### config.mk
export PLATFORM = sky130hd
export DESIGN_NAME = mul_iter
export DESIGN_NICKNAME = d
export VERILOG_FILES = /design/src/rtl/riscv_pkg.sv /design/src/rtl/mul_iter.sv
export SDC_FILE = /design/constraint.sdc
export NUM_CORES = 1
export LEC_CHECK = 0
export CAP_MARGIN = 20
export CORE_AREA = 2 2 143 145
export DETAILED_ROUTE_END_ITERATION = 7
export DIE_AREA = 0 0 145 147
export PLACE_DENSITY = 0.81
export SETUP_SLACK_MARGIN = 0.3
export SLEW_MARGIN = 10
export SYNTH_ARGS = -nofsm -noshare
export SYNTH_HDL_FRONTEND = slang
export SYNTH_SLANG_ARGS = --single-unit
### constraint.sdc
create_clock -name clk -period 3.85 [get_ports clk]
set_clock_uncertainty 0.1 [all_clocks]
set_input_delay 0.77 -clock clk [delete_from_list [all_inputs] [get_ports clk]]
set_output_delay 0.77 -clock clk [all_outputs]
set_load 0.005 [all_outputs]
### src/rtl/riscv_pkg.sv
// Shared RV32 definitions: data width, M-extension multiply variants and the
// iterative multiplier's FSM state encoding.
package riscv_pkg;

  localparam int unsigned XLEN = 32;

  localparam logic [1:0] MUL_OP_MUL    = 2'b00;
  localparam logic [1:0] MUL_OP_MULH   = 2'b01;
  localparam logic [1:0] MUL_OP_MULHSU = 2'b10;
  localparam logic [1:0] MUL_OP_MULHU  = 2'b11;

  typedef enum logic [1:0] {
    ST_IDLE = 2'b00,
    ST_CALC = 2'b01,
    ST_FIX  = 2'b10,
    ST_DONE = 2'b11
  } mul_state_t;

endpackage

### src/rtl/mul_iter.sv
// Iterative RV32M multiplier: sign-magnitude radix-2 shift-add over XLEN
// cycles, then sign fix-up and half-word select into a held result register.
module mul_iter
  import riscv_pkg::*;
#(
  parameter int unsigned XLEN = riscv_pkg::XLEN
) (
  input  logic            clk,
  input  logic            rst_n,
  input  logic            start,
  input  logic [1:0]      op,
  input  logic [XLEN-1:0] A,
  input  logic [XLEN-1:0] B,
  output logic            busy,
  output logic            done,
  output logic [XLEN-1:0] Result
);

  localparam int unsigned CNT_W = $clog2(XLEN);
  localparam int unsigned ACC_W = 2 * XLEN;

  mul_state_t       state, state_d;
  logic [1:0]       op_q, op_d;
  logic [XLEN-1:0]  mag_a, mag_a_d;
  logic [XLEN-1:0]  mag_b, mag_b_d;
  logic             neg, neg_d;
  logic [ACC_W-1:0] acc, acc_d;
  logic [CNT_W-1:0] count, count_d;
  logic [XLEN-1:0]  result_d;
  logic             busy_d, done_d;

  logic             a_signed, b_signed, a_neg, b_neg;
  logic [XLEN:0]    sum;
  logic [ACC_W-1:0] product;

  // Operand signedness for the incoming request; partial-sum add with carry.
  always_comb begin
    a_signed = (op == MUL_OP_MULH) || (op == MUL_OP_MULHSU);
    b_signed = (op != MUL_OP_MUL) && (op != MUL_OP_MULHSU) && (op != MUL_OP_MULHU);
    a_neg    = a_signed && A[XLEN-1];
    b_neg    = b_signed && B[XLEN-1];
    sum      = {1'b0, acc[ACC_W-1:XLEN]} + (mag_b[0] ? {1'b0, mag_a} : '0);
    product  = neg ? -acc : acc;
  end

  // Next-state and registered-output logic.
  always_comb begin
    state_d  = state;
    op_d     = op_q;
    mag_a_d  = mag_a;
    mag_b_d  = mag_b;
    neg_d    = neg;
    acc_d    = acc;
    count_d  = count;
    result_d = Result;
    busy_d   = 1'b0;
    done_d   = 1'b0;

    case (state)
      ST_IDLE, ST_DONE: begin
        if (start) begin
          op_d    = op;
          mag_a_d = a_neg ? -A : A;
          mag_b_d = b_neg ? -B : B;
          neg_d   = a_neg ^ b_neg;
          acc_d   = '0;
          count_d = CNT_W'(XLEN - 1);
          state_d = ST_CALC;
        end else begin
          state_d = ST_IDLE;
        end
      end
      ST_CALC: begin
        // {carry, acc} >> 1 after adding into the upper half.
        acc_d   = {sum, acc[XLEN-1:1]};
        mag_b_d = mag_b >> 1;
        if (count == '0) state_d = ST_FIX;
        else             count_d = count - CNT_W'(1);
      end
      ST_FIX: begin
        result_d = (op_q == MUL_OP_MUL) ? product[XLEN-1:0] : product[ACC_W-1:XLEN];
        state_d  = ST_DONE;
      end
      default: state_d = ST_IDLE;
    endcase

    busy_d = (state_d == ST_CALC) || (state_d == ST_FIX);
    done_d = (state_d == ST_DONE);
  end

  always_ff @(posedge clk or negedge rst_n) begin
    if (!rst_n) begin
      state  <= ST_IDLE;
      op_q   <= MUL_OP_MUL;
      mag_a  <= '0;
      mag_b  <= '0;
      neg    <= 1'b0;
      acc    <= '0;
      count  <= '0;
      Result <= '0;
      busy   <= 1'b0;
      done   <= 1'b0;
    end else begin
      state  <= state_d;
      op_q   <= op_d;
      mag_a  <= mag_a_d;
      mag_b  <= mag_b_d;
      neg    <= neg_d;
      acc    <= acc_d;
      count  <= count_d;
      Result <= result_d;
      busy   <= busy_d;
      done   <= done_d;
    end
  end

endmodule

==> impl_metrics.csv <==
group,metric,value,unit
yosys,yosys_area,0.01154,mm²
finish,instances_no_fill,1743,
detailed_routing,wl_met2,14.56,mm
worst_setup_path,cp.depth,11,
floorplanning,die_width,145,µm
floorplanning,pin_count,103,
yosys,yosysWarnings,0,
finish,seqCellArea,0.004305,mm²
finish,final-nonclk-buf-share,0.09282,
finish,nFillCells,1608,
clock_network,post_cts_resized,0,
sta,setup_viol,0,
job,drv_cap,0,
finish,comb_area_frac,0.5096,
worst_setup_path,crit_buf_inv,1,
worst_setup_path,r2r_slack,0.46,ns
floorplanning,tap_cells,270,
power_and_ir_drop,comb_power,2.85,mW
power_and_ir_drop,p_total,7.191,mW
worst_setup_path,crit-reg2reg-launch,"mag_b[0]",
placement,dp_slack,0.2394,ns
floorplanning,core,0.01984,mm²
power_and_ir_drop,peakVddDrop,0.0004076,V
floorplanning,chipArea,0.02132,mm²
sta,worstMarginPinSlew,1.058,ns
detailed_routing,ant_nets,0,
worst_setup_path,path_max_fanout,33,
finish,diodes,0,
detailed_routing,dr_wl_met3,2.178,mm
worst_setup_path,crit_arrival,3.58,ns
worst_setup_path,cp_data_required_time,4.04,ns
grt,globalRouteMet2Util,0.4760,
yosys,mux_share,0.01084,
worst_setup_path,critical_path.top_delay_family,"AND-OR/OR-AND gates",
yosys,syn_nets,1503,
yosys,netlist_logic_family_top,"AND-OR/OR-AND gates",
power_and_ir_drop,clkPwrFrac,0.243,
finish,lay_top_count,"nand2_1",
grt,grt_pass1_wl,52.11,mm
finish,largest_reg_flops,64,
worst_setup_path,crit_chain,"buf_4 > nand2_1 > fa_1 > nor2b_1 > o2111ai_1 > a211o_1 > o211a_1 > a31o_2 > o31ai_1 > xnor2_1 > o21ai_0",
detailed_routing,drt-pass1-iter-count,5,
placement,place.gp.congestion,0.9542,
worst_setup_path,crit_path_end_kind,"register",
clock_network,htreeDepth,4,
status,status,"finished, final reports clean",
finish,area_growth,16.19,%
clock_network,postCtsSetupBuffers,0,
yosys,yosysTopAreaCell,"dfrtp_1",
finish,final_area,0.01341,mm²
yosys,ff_type,"dfrtp_1",
yosys,aoi_share,0.2201,
worst_setup_path,crit_type,"register to register",
yosys,syn_area_per_cell,8.287,µm²
grt,antenna_found_initial,0,
finish,nets,1570,
detailed_routing,num_vias,10790,
worst_setup_path,cp-start-kind,"register",
finish,nonClockBufferCount,130,
power_and_ir_drop,internal-power,4.240,mW
yosys,synth_cells,1393,
grt,use_met1,0.4030,
detailed_routing,vias_per_cell,6.191,
yosys,synth_flops,172,
finish,lay_top_cells,"202 x nand2_1, 171 x dfrtp_1, 144 x o21ai_0, 101 x clkdlybuf4s50_1, 86 x a21oi_1",
finish,final-comb-area,0.006835,mm²
finish,nMultiInputCombCells,1111,
power_and_ir_drop,p_sw,2.952,mW
finish,largest_class,"logic gates",
yosys,top_cell_area_share,0.3729,
sta,rsz0062_at_grt,"no",
worst_setup_path,crit_start,"mag_b[0]",
clock_network,cts_hold_buffers,0,
detailed_routing,drc,0,
worst_setup_path,reg2reg_depth,11,
grt,grt_pass1_vias,10360,
placement,placed_area,0.01283,mm²
grt,grt-busiest-layer,"met2",
finish,clk_share,0.04356,
sta,fin_setup_tns,0,ns
yosys,synth-cells-yosys,1393,
power_and_ir_drop,leakage,5.931,nW
finish,drive_gt1_frac,0.05703,
clock_network,clk_path_buf_depth,2,
job,warnings,27,
power_and_ir_drop,p_comb_frac,0.396,
detailed_routing,drt-met1-wl,13.34,mm
yosys,common_cells,"203 x nand2_1, 172 x dfrtp_1, 145 x o21ai_0",
yosys,adder_share,0.04509,
yosys,synth-edff-count,0,
floorplanning,initial_core_util,0.5817,
grt,grt_max_degree,80,
placement,dp_hpwl,22.93,mm
sta,hold_violations,0,
sta,setup_ws,0.4629,ns
finish,seq_area_frac,0.3210,
sta,maxSlewHeadroom,0.2921,
clock_network,root_buffer,"clkbuf_16",
sta,post-route-min-period,3.387,ns
placement,place_inst,1711,
yosys,simple_gate_share,0.2115,
power_and_ir_drop,powerSeq,2.60,mW
yosys,most_common_cell,"nand2_1",
detailed_routing,wirelength,31.30,mm
power_and_ir_drop,clock_power,1.74,mW
power_and_ir_drop,largestPowerGroup,"combinational cells",
clock_network,cts_tree,"yes",
yosys,synth-xor-area-share,0.1032,
yosys,area_leaders,"dfrtp_1 37%, nand2_1 6.6%, o21ai_0 6.3%",
detailed_routing,initialDrtViolationCount,929,
floorplanning,placementRows,52,
sta,slew_viol_final,0,
power_and_ir_drop,p_per_area,536.1,mW/mm²
sta,finalCritPeriodShare,0.8798,
detailed_routing,wl_per_cell,17.96,µm
finish,fin_util,0.6759,
sta,hold_ws,0.2289,ns
min_path,hold_class,"input port to asynchronous set/reset pin",
sta,fmax,0.2952,GHz
finish,nNonClkInverters,28,
yosys,ys_async_sr_fraction,1.000,
grt,grt_use_met3,0.04565,
grt,globalRouteOverflowTotal,0,
floorplanning,die_h,147,µm
worst_setup_path,slowest_delay,0.45,ns
yosys,yosysUniqueCellTypes,67,
worst_setup_path,crit_end,"acc[61]",
grt,grt_usage,0.2986,
power_and_ir_drop,swShare,0.4104,
clock_network,clk_pin_slew,0.07,ns
placement,port_buffers,102,
worst_setup_path,reg2reg_to,"acc[61]",
yosys,synth_area,0.01154,mm²
finish,flops,172,
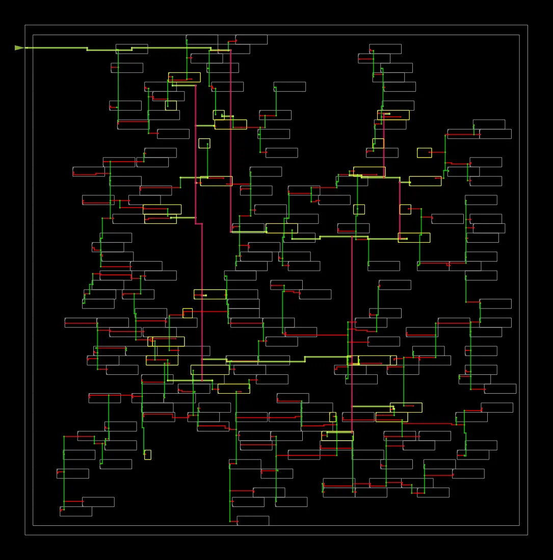
final_clocks.png
CLK BUF: 18
TritonCTS buffer count: 17
TritonCTS Sinks: 172

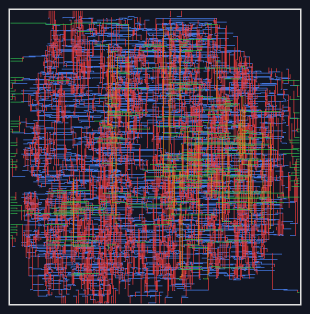
metal_stack.png
Drawn at 2 px/µm.
Key: met2 = red [wire length 14600 µm]; met3 = green [wire length 2180 µm]; met1 = blue [wire length 13300 µm]; met4 = orange [wire length 1230 µm]

No activity file was given, so power comes from the tool's default toggle rates.
